===== src/rtl/board_arbiter_pkg.sv =====
// rtl/board_arbiter_pkg.sv - board geometry, FSM state types and cell addressing helpers
package board_arbiter_pkg;

  localparam int WORD_SIZE      = 16;
  localparam int LOG_WORD_SIZE  = 4;
  localparam int LOG_BOARD_SIZE = 6;
  localparam int BOARD_SIZE     = 1 << LOG_BOARD_SIZE;
  localparam int WORDS_PER_ROW  = BOARD_SIZE / WORD_SIZE;
  localparam int LOG_MAX_ADDR   = 8;

  typedef enum logic [1:0] {
    IDLE  = 2'd0,
    RUN   = 2'd1,
    READY = 2'd2
  } gen_state_t;

  typedef enum logic [1:0] {
    E_IDLE = 2'd0,
    E_RD   = 2'd1,
    E_WAIT = 2'd2,
    E_WR   = 2'd3
  } edit_state_t;

  function automatic logic [LOG_MAX_ADDR-1:0] cell_word_addr(
    input logic [LOG_BOARD_SIZE-1:0] x,
    input logic [LOG_BOARD_SIZE-1:0] y
  );
    logic [31:0] a;
    a = 32'(y) * 32'(WORDS_PER_ROW) + (32'(x) >> LOG_WORD_SIZE);
    return a[LOG_MAX_ADDR-1:0];
  endfunction

  // Leftmost cell lives in the MSB, so bit index is the complement of x's low bits.
  function automatic logic [WORD_SIZE-1:0] cell_mask(
    input logic [LOG_BOARD_SIZE-1:0] x
  );
    logic [WORD_SIZE-1:0] m;
    logic [LOG_WORD_SIZE-1:0] b;
    b    = ~x[LOG_WORD_SIZE-1:0];
    m    = '0;
    m[b] = 1'b1;
    return m;
  endfunction

endpackage


===== src/rtl/board_arbiter_cell_toggle_rmw.sv =====
// rtl/board_arbiter_cell_toggle_rmw.sv - read-modify-write sequencer toggling one board cell
module cell_toggle_rmw
  import board_arbiter_pkg::*;
(
  input  logic                      clk_i,
  input  logic                      rst_n_i,
  input  logic                      edit_req_i,
  input  logic [LOG_BOARD_SIZE-1:0] edit_x_i,
  input  logic [LOG_BOARD_SIZE-1:0] edit_y_i,
  input  logic                      render_done_i,
  input  logic                      gen_idle_i,
  input  logic [WORD_SIZE-1:0]      front_dout_i,
  output edit_state_t               state_o,
  output logic                      start_o,
  output logic [LOG_MAX_ADDR-1:0]   addr_o,
  output logic [WORD_SIZE-1:0]      wdata_o,
  output logic                      we_o,
  output logic                      ack_o
);

  edit_state_t             state_q;
  logic [LOG_MAX_ADDR-1:0] addr_q;
  logic [WORD_SIZE-1:0]    mask_q;
  logic [WORD_SIZE-1:0]    wdata_q;
  logic                    we_q;
  logic                    ack_q;

  assign start_o = (state_q == E_IDLE) & edit_req_i & render_done_i & gen_idle_i;

  always_ff @(posedge clk_i or negedge rst_n_i) begin
    if (!rst_n_i) begin
      state_q <= E_IDLE;
      addr_q  <= '0;
      mask_q  <= '0;
      wdata_q <= '0;
      we_q    <= 1'b0;
      ack_q   <= 1'b0;
    end else begin
      ack_q <= 1'b0;
      case (state_q)
        E_IDLE: begin
          if (start_o) begin
            addr_q  <= cell_word_addr(edit_x_i, edit_y_i);
            mask_q  <= cell_mask(edit_x_i);
            state_q <= E_RD;
          end
        end
        E_RD: begin
          // The address only reaches the port while blanking; otherwise keep waiting.
          if (render_done_i) state_q <= E_WAIT;
        end
        E_WAIT: begin
          if (!render_done_i) begin
            state_q <= E_RD;
          end else begin
            wdata_q <= front_dout_i ^ mask_q;
            we_q    <= 1'b1;
            state_q <= E_WR;
          end
        end
        E_WR: begin
          we_q    <= 1'b0;
          ack_q   <= 1'b1;
          state_q <= E_IDLE;
        end
        default: state_q <= E_IDLE;
      endcase
    end
  end

  assign state_o = state_q;
  assign addr_o  = addr_q;
  assign wdata_o = wdata_q;
  assign we_o    = we_q;
  assign ack_o   = ack_q;

endmodule


===== src/rtl/board_arbiter.sv =====
// rtl/board_arbiter.sv - front/back board buffer arbiter and generation sequencer (option: BOARD_ARBITER_AUTO_STEP_EN)
module board_arbiter
  import board_arbiter_pkg::*;
#(
  parameter int STEP_FRAMES = 30,
  parameter int GEN_W       = 16
) (
  input  logic                      clk_in,
  input  logic                      rst_n_in,
  input  logic                      render_done_in,
  input  logic [LOG_MAX_ADDR-1:0]   render_addr_in,
  output logic [WORD_SIZE-1:0]      render_data_out,
  output logic                      upd_start_out,
  input  logic                      upd_done_in,
  input  logic [LOG_MAX_ADDR-1:0]   upd_addr_r_in,
  output logic                      upd_grant_out,
  output logic                      upd_valid_out,
  output logic [WORD_SIZE-1:0]      upd_data_r_out,
  input  logic [LOG_MAX_ADDR-1:0]   upd_addr_w_in,
  input  logic [WORD_SIZE-1:0]      upd_data_w_in,
  input  logic                      upd_we_in,
  input  logic                      edit_req_in,
  input  logic [LOG_BOARD_SIZE-1:0] edit_x_in,
  input  logic [LOG_BOARD_SIZE-1:0] edit_y_in,
  output logic                      edit_ack_out,
  input  logic                      step_in,
  input  logic                      run_in,
  output logic [LOG_MAX_ADDR-1:0]   mem_a_addr_out,
  output logic [WORD_SIZE-1:0]      mem_a_din_out,
  output logic                      mem_a_we_out,
  input  logic [WORD_SIZE-1:0]      mem_a_dout_in,
  output logic [LOG_MAX_ADDR-1:0]   mem_b_addr_out,
  output logic [WORD_SIZE-1:0]      mem_b_din_out,
  output logic                      mem_b_we_out,
  input  logic [WORD_SIZE-1:0]      mem_b_dout_in,
  output logic                      front_sel_out,
  output logic [GEN_W-1:0]          gen_count_out
);

  gen_state_t              gen_state_q;
  logic                    front_sel_q;
  logic                    rd_sel_q;
  logic [GEN_W-1:0]        gen_count_q;
  logic                    upd_start_q;
  logic                    upd_valid_q;
  logic                    pending_q;
  logic                    pending_d;
  logic                    step_set;
  logic                    gen_go;

  edit_state_t             edit_state;
  logic                    edit_idle;
  logic                    edit_start;
  logic [LOG_MAX_ADDR-1:0] edit_addr;
  logic [WORD_SIZE-1:0]    edit_wdata;
  logic                    edit_we;

  logic [LOG_MAX_ADDR-1:0] front_addr;
  logic [WORD_SIZE-1:0]    front_dout;
  logic                    back_we;

  cell_toggle_rmw u_rmw (
    .clk_i         (clk_in),
    .rst_n_i       (rst_n_in),
    .edit_req_i    (edit_req_in),
    .edit_x_i      (edit_x_in),
    .edit_y_i      (edit_y_in),
    .render_done_i (render_done_in),
    .gen_idle_i    (gen_state_q == IDLE),
    .front_dout_i  (front_dout),
    .state_o       (edit_state),
    .start_o       (edit_start),
    .addr_o        (edit_addr),
    .wdata_o       (edit_wdata),
    .we_o          (edit_we),
    .ack_o         (edit_ack_out)
  );

  assign edit_idle = (edit_state == E_IDLE);

`ifdef BOARD_ARBITER_AUTO_STEP_EN
  localparam int CNT_W = (STEP_FRAMES > 1) ? $clog2(STEP_FRAMES) : 1;
  localparam logic [CNT_W-1:0] LAST_FRAME = CNT_W'(STEP_FRAMES - 1);

  logic [CNT_W-1:0] frame_cnt_q;
  logic [CNT_W-1:0] frame_cnt_d;
  logic             render_done_q;
  logic             auto_step;

  always_comb begin
    frame_cnt_d = frame_cnt_q;
    auto_step   = 1'b0;
    if (!run_in) begin
      frame_cnt_d = '0;
    end else if (render_done_in && !render_done_q) begin
      if (frame_cnt_q == LAST_FRAME) begin
        frame_cnt_d = '0;
        auto_step   = 1'b1;
      end else begin
        frame_cnt_d = frame_cnt_q + 1'b1;
      end
    end
  end

  always_ff @(posedge clk_in or negedge rst_n_in) begin
    if (!rst_n_in) begin
      frame_cnt_q   <= '0;
      render_done_q <= 1'b0;
    end else begin
      frame_cnt_q   <= frame_cnt_d;
      render_done_q <= render_done_in;
    end
  end

  assign step_set = step_in | auto_step;
`else
  logic [31:0] unused_cfg;
  assign unused_cfg = {run_in, 31'(STEP_FRAMES)};
  assign step_set   = step_in;
`endif

  // An edit accepted this cycle takes precedence over starting a generation.
  assign gen_go    = (gen_state_q == IDLE) & pending_q & edit_idle & ~edit_start;
  assign pending_d = step_set | (pending_q & ~gen_go);

  always_ff @(posedge clk_in or negedge rst_n_in) begin
    if (!rst_n_in) begin
      gen_state_q <= IDLE;
      front_sel_q <= 1'b0;
      rd_sel_q    <= 1'b0;
      gen_count_q <= '0;
      upd_start_q <= 1'b0;
      upd_valid_q <= 1'b0;
      pending_q   <= 1'b0;
    end else begin
      upd_start_q <= 1'b0;
      upd_valid_q <= upd_grant_out;
      rd_sel_q    <= front_sel_q;
      pending_q   <= pending_d;
      case (gen_state_q)
        IDLE: begin
          if (gen_go) begin
            gen_state_q <= RUN;
            upd_start_q <= 1'b1;
          end
        end
        RUN: begin
          if (upd_done_in) gen_state_q <= READY;
        end
        READY: begin
          if (render_done_in && edit_idle) begin
            gen_state_q <= IDLE;
            front_sel_q <= ~front_sel_q;
            gen_count_q <= gen_count_q + 1'b1;
          end
        end
        default: gen_state_q <= IDLE;
      endcase
    end
  end

  // The edit write cycle steals the port even from an active renderer.
  always_comb begin
    front_addr = upd_addr_r_in;
    if (edit_state == E_WR)       front_addr = edit_addr;
    else if (!render_done_in)     front_addr = render_addr_in;
    else if (!edit_idle)          front_addr = edit_addr;
  end

  assign upd_grant_out = render_done_in & edit_idle & (gen_state_q == RUN);
  assign back_we       = upd_we_in & (gen_state_q == RUN);

  assign mem_a_addr_out = front_sel_q ? upd_addr_w_in : front_addr;
  assign mem_a_din_out  = front_sel_q ? upd_data_w_in : edit_wdata;
  assign mem_a_we_out   = front_sel_q ? back_we       : edit_we;
  assign mem_b_addr_out = front_sel_q ? front_addr    : upd_addr_w_in;
  assign mem_b_din_out  = front_sel_q ? edit_wdata    : upd_data_w_in;
  assign mem_b_we_out   = front_sel_q ? edit_we       : back_we;

  // Read data returns a cycle after the address, so steer it with the select of that cycle.
  assign front_dout      = rd_sel_q ? mem_b_dout_in : mem_a_dout_in;
  assign render_data_out = front_dout;
  assign upd_data_r_out  = front_dout;

  assign upd_start_out = upd_start_q;
  assign upd_valid_out = upd_valid_q;
  assign front_sel_out = front_sel_q;
  assign gen_count_out = gen_count_q;

endmodule


===== config.mk =====
export PLATFORM = sky130hd
export DESIGN_NAME = board_arbiter
export DESIGN_NICKNAME = d
export VERILOG_FILES = /design/src/rtl/board_arbiter_pkg.sv /design/src/rtl/board_arbiter_cell_toggle_rmw.sv /design/src/rtl/board_arbiter.sv
export SDC_FILE = /design/constraint.sdc
export NUM_CORES = 1
export LEC_CHECK = 0
export CAP_MARGIN = 0
export CORE_MARGIN = 2
export CORE_UTILIZATION = 34
export DETAILED_ROUTE_END_ITERATION = 8
export DONT_BUFFER_PORTS = 1
export PLACE_DENSITY_LB_ADDON = 0.15
export SLEW_MARGIN = 0
export SYNTH_ARGS = -nofsm -noshare
export SYNTH_HDL_FRONTEND = slang
export SYNTH_HIERARCHICAL = 1
export SYNTH_SLANG_ARGS = --single-unit

===== constraint.sdc =====
create_clock -name clk_in -period 3.2 [get_ports clk_in]
set_input_delay 0.64 -clock clk_in [delete_from_list [all_inputs] [get_ports clk_in]]
set_output_delay 0.64 -clock clk_in [all_outputs]
set_load 0.1 [all_outputs]

run_1/ff_map.png
Bar = 20 microns. Other sequential cells in the stronger grey, the rest of the logic in the fainter grey.
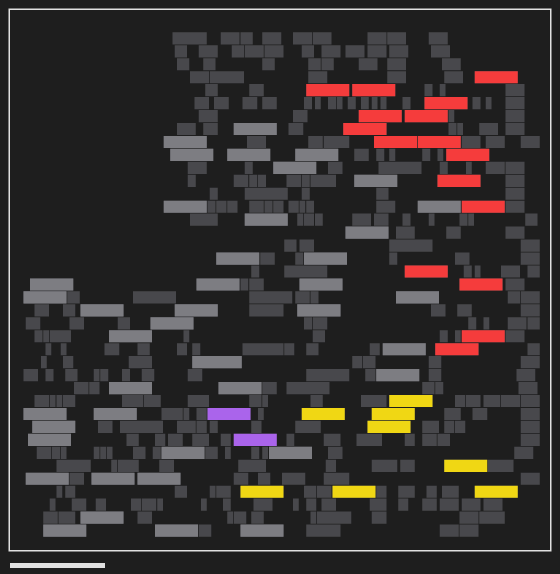
legend:
  red:
    name_in_the_netlist: `u_rmw/wdata_o`
    sequential_cells: 16
  purple:
    name_in_the_netlist: `gen_state_q`
    sequential_cells: 2
  yellow:
    name_in_the_netlist: `u_rmw/addr_o`
    sequential_cells: 8
not coloured: 41

run_1/route_heat.png
The die is cut into 23 by 23 equal tiles; dark blue is low, red is high, scaled to the fullest tile. Values are wire area over tile area, all layers added.
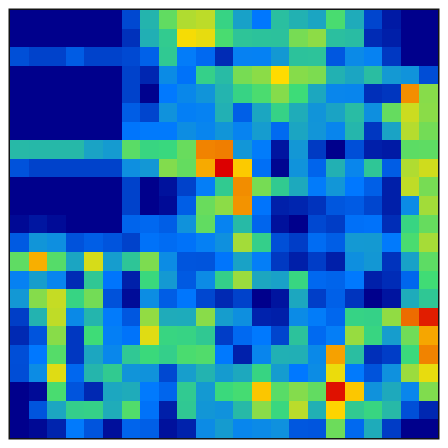
mean over tiles: 0.13
tiles over half the peak: 18%
emptiest ninth of the die: top left
nearly empty tiles: 14%
fullest tile: 0.45

run_1/clock_wires.png
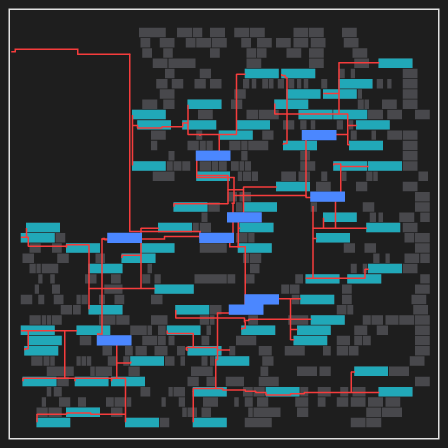
legend:
  red:
    item: clock wires
    length: 950 microns
  blue:
    item: clock-net drivers
    count: 9
  cyan:
    item: flip-flops
    count: 67
flops lie: spread over the die
routed clock nets: 10

==> ci_impl_report.md, run 1 <==
## PnR job results

| Metric | Value |
|---|---|
| DR vias | `slightly below 3000` |
| Clock slew at reported path FFs | `0.05 ns` |
| Slew headroom | `33.5%` |
| WL per Instance | `19.6 microns` |
| Max-cap violations | `0` |
| Most numerous logic cells after layout | `68 x mux2_2, 66 x dfrtp_1, 36 x nand2_1` |
| H-tree depth | `3` |
| GPL Wtd Cong | `approximately 0.78` |
| Crit Path Max Fanout | `10` |
| Final worst-path cycle share | `88.2%` |
| Final setup vio count | `0` |
| Seq cells post-synth | `67` |
| # nets final | `482` |
| Status | `finished clean` |
| Initial antenna violation count | `0` |
| HP Class | `input port to asynchronous set/reset pin` |
| CTS sink cnt | `67` |
| Number of enable flip-flop cells | `0` |
| Dominant cell type by area after synthesis | `dfrtp_1` |
| Ys async rst share | `100%` |
| DR vias/cell | `5.47` |
| DRC errors left | `0` |
| F_max | `0.354 GHz` |
| Area share, top type | `approximately two fifths` |
==> run 1: worst paths after layout <==
kind | endpoint | cells past startpoint | slack, ns | startpoint
min in group clk_in | pending_q | 1 | 0.42 | step_in
max in group asynchronous | u_rmw/we_o | 1 | 2.47 | rst_n_in
hold / removal | pending_q | 0 | 0.02 | rst_n_in
setup reg to reg | u_rmw/wdata_o[11] | 4 | 1.10 | rd_sel_q
hold reg to reg | pending_q | 1 | 0.48 | pending_q
setup / recovery | mem_b_addr_out[5] | 4 | 0.38 | u_rmw/state_o[0]
==> run 1: layout make-up <==
type	instances	area (sq um)	area share, %
Sequential cell	67	1680	35.6
Inverter	3	11.3	0.239
Clock inverter	5	30.0	0.637
Multi-Input combinational cell	266	2190	46.5
Tap cell	143	179	3.80
Timing Repair Buffer	42	383	8.12
Clock buffer	10	239	5.07
==> run 1: layer usage <==
layer | vias up | GRT usage [%] | wire length, microns | part of all wire, %
met3 | 9 | 5.63 | 966 | 9.2
met4 | 0 | 4.88 | 101 | 0.96
met1 | 1435 | 21.4 | 4500 | 43
li1 | 1368 | - | - | -
met5 | - | 0 | 0 | 0
met2 | 120 | 24.6 | 4930 | 47
==> run 1: stage by stage <==
step | setup TNS [ns] | cell area (sq um) | hold WS, ns
2_1_floorplan | -0.456 | 4080 | 0.344
3_3_place_gp | 0 | 4410 | 0.346
3_5_place_dp | 0 | 4410 | 0.345
4_1_cts | 0 | 4700 | 0.000947
5_1_grt | 0 | 4710 | 0.000948
6_report | 0 | 4710 | 0.0222
==> run 1: synthesized netlist by cell type, types with 8 or more instances <==
master / count
nor3_1: 10
or3_1: 8
xnor2_1: 25
o41ai_1: 8
mux2_2: 68
nand2b_1: 9
nand2_1: 36
a211o_1: 8
o21ai_0: 29
buf_4: 16
dfrtp_1: 67
mux2_4: 9
==> run 1: logic make-up (layout without fill, tap and decap cells) <==
family	after synthesis	in the layout	share of synthesized area, %
AND/OR/NAND/NOR	93	93	13.1
multiplexers	78	78	22.4
flip-flops	67	67	41.2
AND-OR/OR-AND	62	62	10.5
buffers and inverters	38	60	5.57
XOR/XNOR	32	32	6.89
adder cells (fa/ha/maj)	1	1	0.307
==> run 1: flip-flops by register name (all words and copies together) (netlist names), 2 cells and up <==
signal	cells
gen_count_out	16
u_rmw/mask_q	16
u_rmw/wdata_o	16
u_rmw/addr_o	8
gen_state_q	2
u_rmw/state_o	2
==> run 1: worst max-delay path: stages, from the launching register on <==
cell	delay [ns]
dfrtp_1	0.44
nand2b_1	0.37
or3_1	0.40
o211a_1	0.15
mux2_2	0.50
==> run 1: what timing repair did <==
| action | 4_1_cts | 5_1_grt |
|---|---|---|
| hold endpoints to repair | 26 | 1 |
| hold buffers | 2 | 1 |
| resized | 0 | 0 |
run_1/sizing.png
Bar = 20 microns.
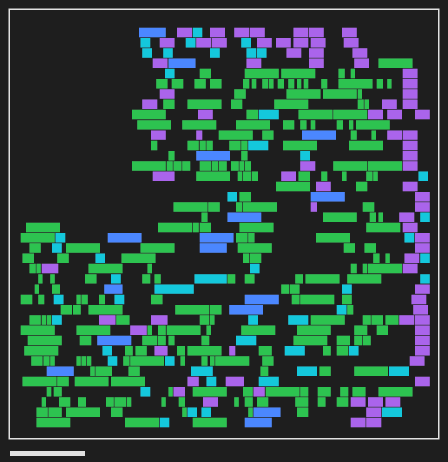

==> inputs of run 2 (changes only) <==
- ABC_CLOCK_PERIOD_IN_PS: unset -> 3200
- DONT_BUFFER_PORTS: 1 -> unset
run_2/sizing.png
Bar = 20 microns.
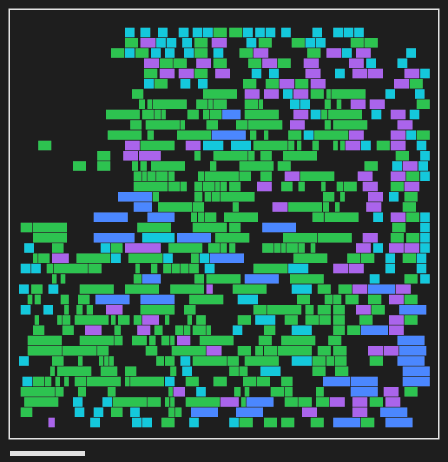
legend:
  blue:
    size: x6 and larger
    cells: 31
    share: 5.6%
  cyan:
    size: x3 and x4
    cells: 104
    share: 19%
  purple:
    size: x2
    cells: 80
    share: 15%
  green:
    size: x1 and smaller
    cells: 336
    share: 61%

run_2/route_heat.png
The die is cut into 23 by 23 equal tiles; dark blue is low, red is high, scaled to the fullest tile. Values are wire area over tile area, all layers added.
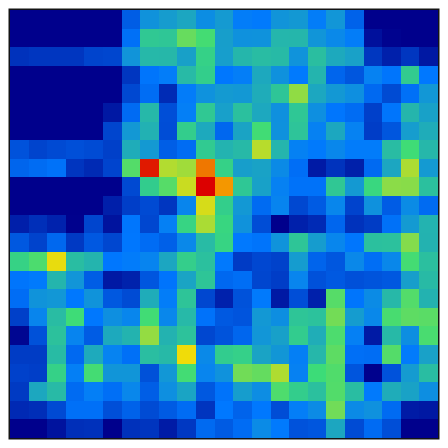
mean over tiles: 0.15
fullest tile: 0.54
nearly empty tiles: 12%
emptiest ninth of the die: top left

==> run 2 against run 1 <==
Compared with the run above:
- final cell count increased by 29%
- final area increased by 33%
- register-to-register slack got worse by 0.09 ns
- utilization increased by 14 points
- highest routed layer unchanged
==> ci_impl_report.md, run 2 <==
## PnR job results

| Metric | Value |
|---|---|
| DR vias | `3487 (was 2932)` |
| Reg-to-reg startpoint | `u_rmw/state_o[1] (was rd_sel_q)` |
| Status | `finished clean (unchanged)` |
| Post-DP Area | `5990 sq um (was 4410 sq um)` |
| Simple Share, Synth | `13.1% (unchanged)` |
| DR vias/cell | `5.02 (was 5.47)` |
| Synth logic family | `multiplexers (unchanged)` |
| Adder Share, Synth | `0.308% (unchanged)` |
| Crit-path cells | `clkdlybuf4s50_1 -> nand2b_1 -> or3_1 -> o211a_1 -> mux2_2 -> buf_12 (was nand2b_1 -> or3_1 -> o211a_1 -> mux2_2)` |
| XORs/XNORs by Area | `6.89% (unchanged)` |
| Post-CTS resize count | `0 (unchanged)` |
| # nets final | `641 (was 482)` |
| Top-count cell post-synth | `mux2_2 (unchanged)` |
| WP depth | `6 (was 4)` |
| Dominant cell type by area after synthesis | `dfrtp_1 (unchanged)` |
| WP buf/inv | `2 (was 0)` |
| Ao+oa area frac | `10.5% (unchanged)` |
| Final setup vio count | `0 (unchanged)` |
| Crit path max-delay cell type | `clkdlybuf4s50_1 (was mux2_2)` |
| FF-to-FF setup slack | `1.01 ns (was 1.10 ns)` |
| WL per Instance | `17.0 microns (was 19.6 microns)` |
| Mux cell area share after synthesis | `22.4% (unchanged)` |
| H-tree depth | `3 (unchanged)` |
| Top post-synthesis cells by count | `68 x mux2_2, 67 x dfrtp_1, 36 x nand2_1 (unchanged)` |
| Max-cap violations | `0 (unchanged)` |
| Slew headroom | `43.3% (was 33.5%)` |
| Final worst-path cycle share | `96.2% (was 88.2%)` |
| Post-CTS Hold Fix Bufs | `0 (was 2)` |
| HP Class | `input port to asynchronous set/reset pin (unchanged)` |
| Delay-heaviest family, CP | `buffers and inverters (was simple AND/OR/NAND/NOR gates)` |
run_2/ff_map.png
Bar = 20 microns. Other sequential cells in the stronger grey, the rest of the logic in the fainter grey.
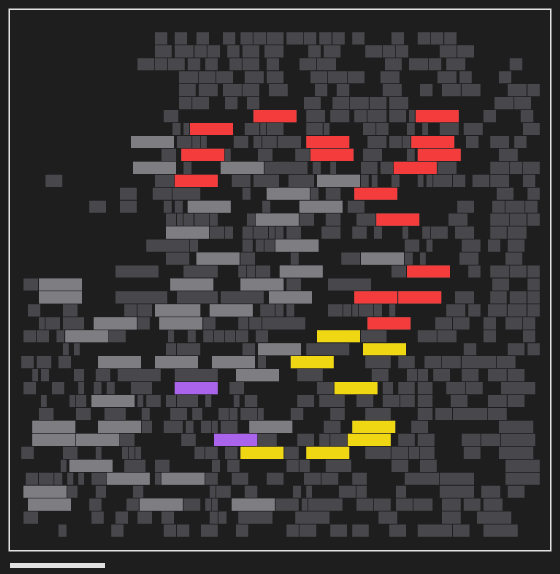
legend:
  purple:
    name_in_the_netlist: `gen_state_q`
    sequential_cells: 2
  red:
    name_in_the_netlist: `u_rmw/wdata_o`
    sequential_cells: 16
  yellow:
    name_in_the_netlist: `u_rmw/addr_o`
    sequential_cells: 8

run 2: routing by layer:
layer | global-route usage, % | up-vias
met4 | 4.72 | 0
met3 | 4.25 | 10
met2 | 30.0 | 114
li1 | - | 1679
met1 | 23.7 | 1684
met5 | 0 | -
run 2: area by class of cell:
class,instances,share of cell area [%]
inverters,3,0.179
repair buffers,201,30.9
clock buffers,12,4.24
multi-input cells,266,34.6
clock inverters,2,0.557
well taps,143,2.84
flip-flops and latches,67,26.7
run 2: cells by family (layout without fill, tap and decap cells):
kind of cell / count (synthesis) / after routing
buffers and inverters: 38 / 218
and+or+nand+nor: 93 / 93
AOI/OAI and AO/OA: 62 / 62
xor gates and xnor gates: 32 / 32
DFF: 67 / 67
muxes: 78 / 78
adders and majority gates: 1 / 1
run 2: stage by stage:
| step | util (%) | instances | setup WS, ns | setup TNS, ns |
|---|---|---|---|---|
| final | 54.4 | 694 | 0.121 | 0 |
| after global routing | 54.4 | 694 | 0.0104 | 0 |
| after CTS | 54.4 | 694 | 0.112 | 0 |
| after detailed placement | 51.8 | 680 | 0.129 | 0 |
| after global placement | 51.8 | 680 | 0.154 | 0 |
| after floorplan | - | 371 | -0.163 | -0.456 |
run 2: worst reg2reg max path, cell delays in order (launching register included):
cell	delay [ns]
dfrtp_1	0.69
buf_4	0.38
nand4bb_1	0.24
nor4_2	0.43
nand4_1	0.19
xnor2_1	0.15
run 2: worst max path at each step:
stage / start / end / slack, ns
after floorplan: render_done_in / mem_a_addr_out[7] / -0.16
after global placement: render_done_in / mem_b_addr_out[5] / 0.15
after detailed placement: render_done_in / mem_b_addr_out[6] / 0.13
after CTS: render_done_in / mem_a_addr_out[0] / 0.11
after global routing: render_done_in / mem_a_addr_out[0] / 0.01
final: render_done_in / mem_a_addr_out[0] / 0.12
run_2/clock_wires.png
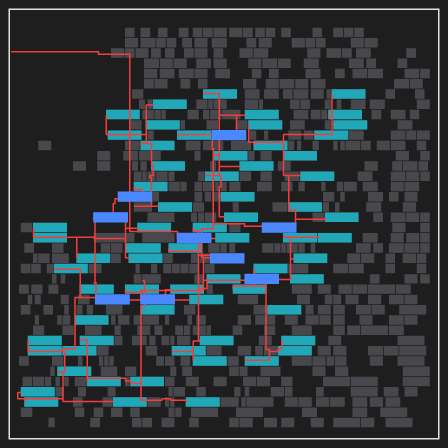

==> inputs of run 3 (changes only) <==
- CORE_ASPECT_RATIO: unset -> 0.7
run_3/clock_wires.png
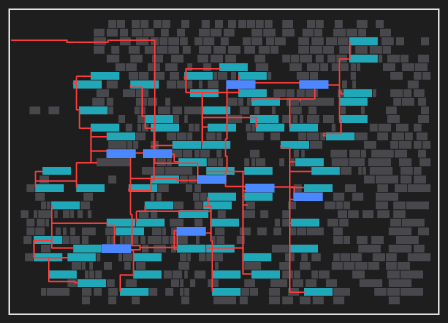
worst clock skew: 0.00645 ns
Latency at later pin: 0.33 ns

run_3/route_heat.png
The die is cut into 27 by 19 equal tiles; dark blue is low, red is high, scaled to the fullest tile. Values are wire area over tile area, all layers added.
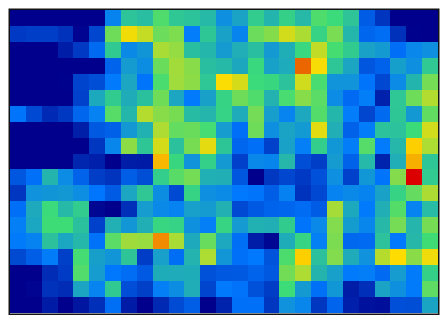
Total GRT Usage: 18.5%
drt total wl: 12000 microns

==> run 3 against run 2 <==
Compared with the run above:
- highest routed layer unchanged
- maximum frequency rose by 2.1%
- flip-flop count did not move
- synthesized area did not move
- setup slack improved by 0.062 ns
- synthesized cell count did not move
- die size rose by 0.11%
==> ci_impl_report.md, run 3 <==
## PnR job results

| Metric | Value |
|---|---|
| Ys async rst share | `100% (unchanged)` |
| Syn Inst Count | `371 (unchanged)` |
| DR vias | `3428 (was 3487)` |
| Number of enable flip-flop cells | `0 (unchanged)` |
| Final setup vio count | `0 (unchanged)` |
| ANT nets after route | `0 (unchanged)` |
| Final instance area | `6370 sq um (was 6290 sq um)` |
| Crit Path Max Fanout | `9 (was 10)` |
| Clock slew at reported path FFs | `0.06 ns (was 0.05 ns)` |
| Top-count cell post-synth | `mux2_2 (unchanged)` |
| GPL Wtd Cong | `0.784 (was 0.756)` |
| Slew headroom | `54.4% (was 43.3%)` |
| Ys cells | `371 (unchanged)` |
| Required @ worst endpoint | `2.56 ns (about the same)` |
| Dominant cell type by area after synthesis | `dfrtp_1 (unchanged)` |
| Seq cells post-synth | `67 (unchanged)` |
| Largest net degree at the start of global routing | `68 (was 55)` |
| # nets final | `642 (was 641)` |
| Dpl cells | `695 (was 680)` |
| Area grow syn2layout | `56.5% (was 54.6%)` |
| Final WS setup | `0.183 ns (was 0.121 ns)` |
| Initial antenna violation count | `0 (unchanged)` |
| Post-CTS Hold Fix Bufs | `0 (unchanged)` |
| Fin cells | `711 (was 694)` |
| DP Wirelength | `9220 microns (was 9250 microns)` |
| Final worst-path cycle share | `94.3% (was 96.2%)` |
| Max-cap violations | `0 (unchanged)` |
| Place WS | `0.111 ns (was 0.129 ns)` |
| Post-CTS resize count | `0 (unchanged)` |
| Area share, top type | `41.2% (unchanged)` |
| Most numerous logic cells after layout | `93 x buf_4, 89 x clkdlybuf4s50_1, 68 x mux2_2 (was 94 x buf_4, 89 x clkdlybuf4s50_1, 68 x mux2_2)` |
| DRC errors left | `0 (unchanged)` |
| HP Class | `input port to asynchronous set/reset pin (unchanged)` |
| DR vias/cell | `4.82 (was 5.02)` |
| Status | `finished clean (unchanged)` |
| F_max | `0.331 GHz (was 0.325 GHz)` |
| Post-DP Area | `6040 sq um (was 5990 sq um)` |
| Top post-synthesis cells by count | `68 x mux2_2, 67 x dfrtp_1, 36 x nand2_1 (unchanged)` |
| CTS sink cnt | `67 (unchanged)` |
| WL per Instance | `16.9 microns (was 17.0 microns)` |
run_3/ff_map.png
Bar = 50 microns. Other sequential cells in the stronger grey, the rest of the logic in the fainter grey.
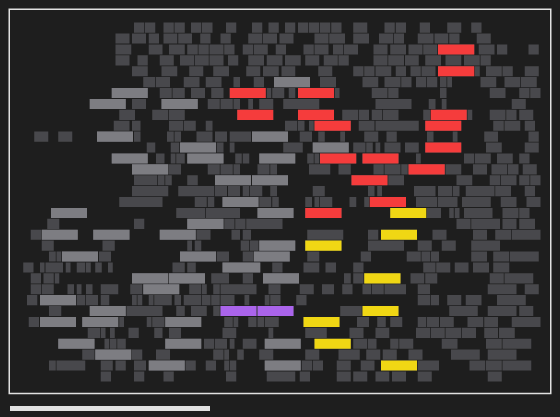
legend:
  red:
    name_in_the_netlist: `u_rmw/wdata_o`
    sequential_cells: 16
  yellow:
    name_in_the_netlist: `u_rmw/addr_o`
    sequential_cells: 8
  purple:
    name_in_the_netlist: `gen_state_q`
    sequential_cells: 2
not coloured: 41

-- run 3: area by class of cell --
class / count / area (sq um) / area share, %
multi-input cells: 266 / 2180 / 34.2
inverters: 3 / 11.3 / 0.177
clock inverters: 6 / 88.8 / 1.39
repair buffers: 202 / 1970 / 31.0
flip-flops and latches: 67 / 1680 / 26.3
well taps: 157 / 196 / 3.08
clock buffers: 10 / 239 / 3.75
-- run 3: logic make-up after synthesis --
logic type | share of synthesized area (%)
and+or+nand+nor | 13.1
DFF | 41.2
buffers and inverters | 5.57
xor gates and xnor gates | 6.89
AOI/OAI and AO/OA | 10.5
adders and majority gates | 0.307
muxes | 22.4
-- run 3: final timing paths --
check,slack [ns],end,start,cells past startpoint
setup / recovery,0.18,mem_b_addr_out[3],render_done_in,6
hold / removal,0.32,gen_count_out[13],rst_n_in,2
setup reg to reg,1.21,gen_count_out[10],u_rmw/state_o[1],5
hold reg to reg,0.47,pending_q,pending_q,1
max in group asynchronous,2.56,front_sel_out,rst_n_in,2
min in group clk_in,0.47,pending_q,pending_q,1
-- run 3: routing by layer --
metal,track usage [%],share of wire (%),vias to the layer above
met5,0,0,-
met4,3.86,0.38,0
met3,5.53,6.1,4
met2,26.7,45,94
met1,27.3,49,1641
li1,-,-,1689
-- run 3: through the flow --
stage / hold slack (ns) / setup TNS, ns
after floorplan: 0.344 / -0.456
after global placement: 0.456 / 0
after detailed placement: 0.465 / 0
after CTS: 0.330 / 0
after global routing: 0.351 / 0
final: 0.317 / 0
-- run 3: worst max-delay path, stage by stage --
cell             delay (ns)
clkdlybuf4s50_1        0.61
nand2b_2               0.17
or3_1                  0.34
o211a_1                0.15
mux2_2                 0.30
buf_12                 0.17
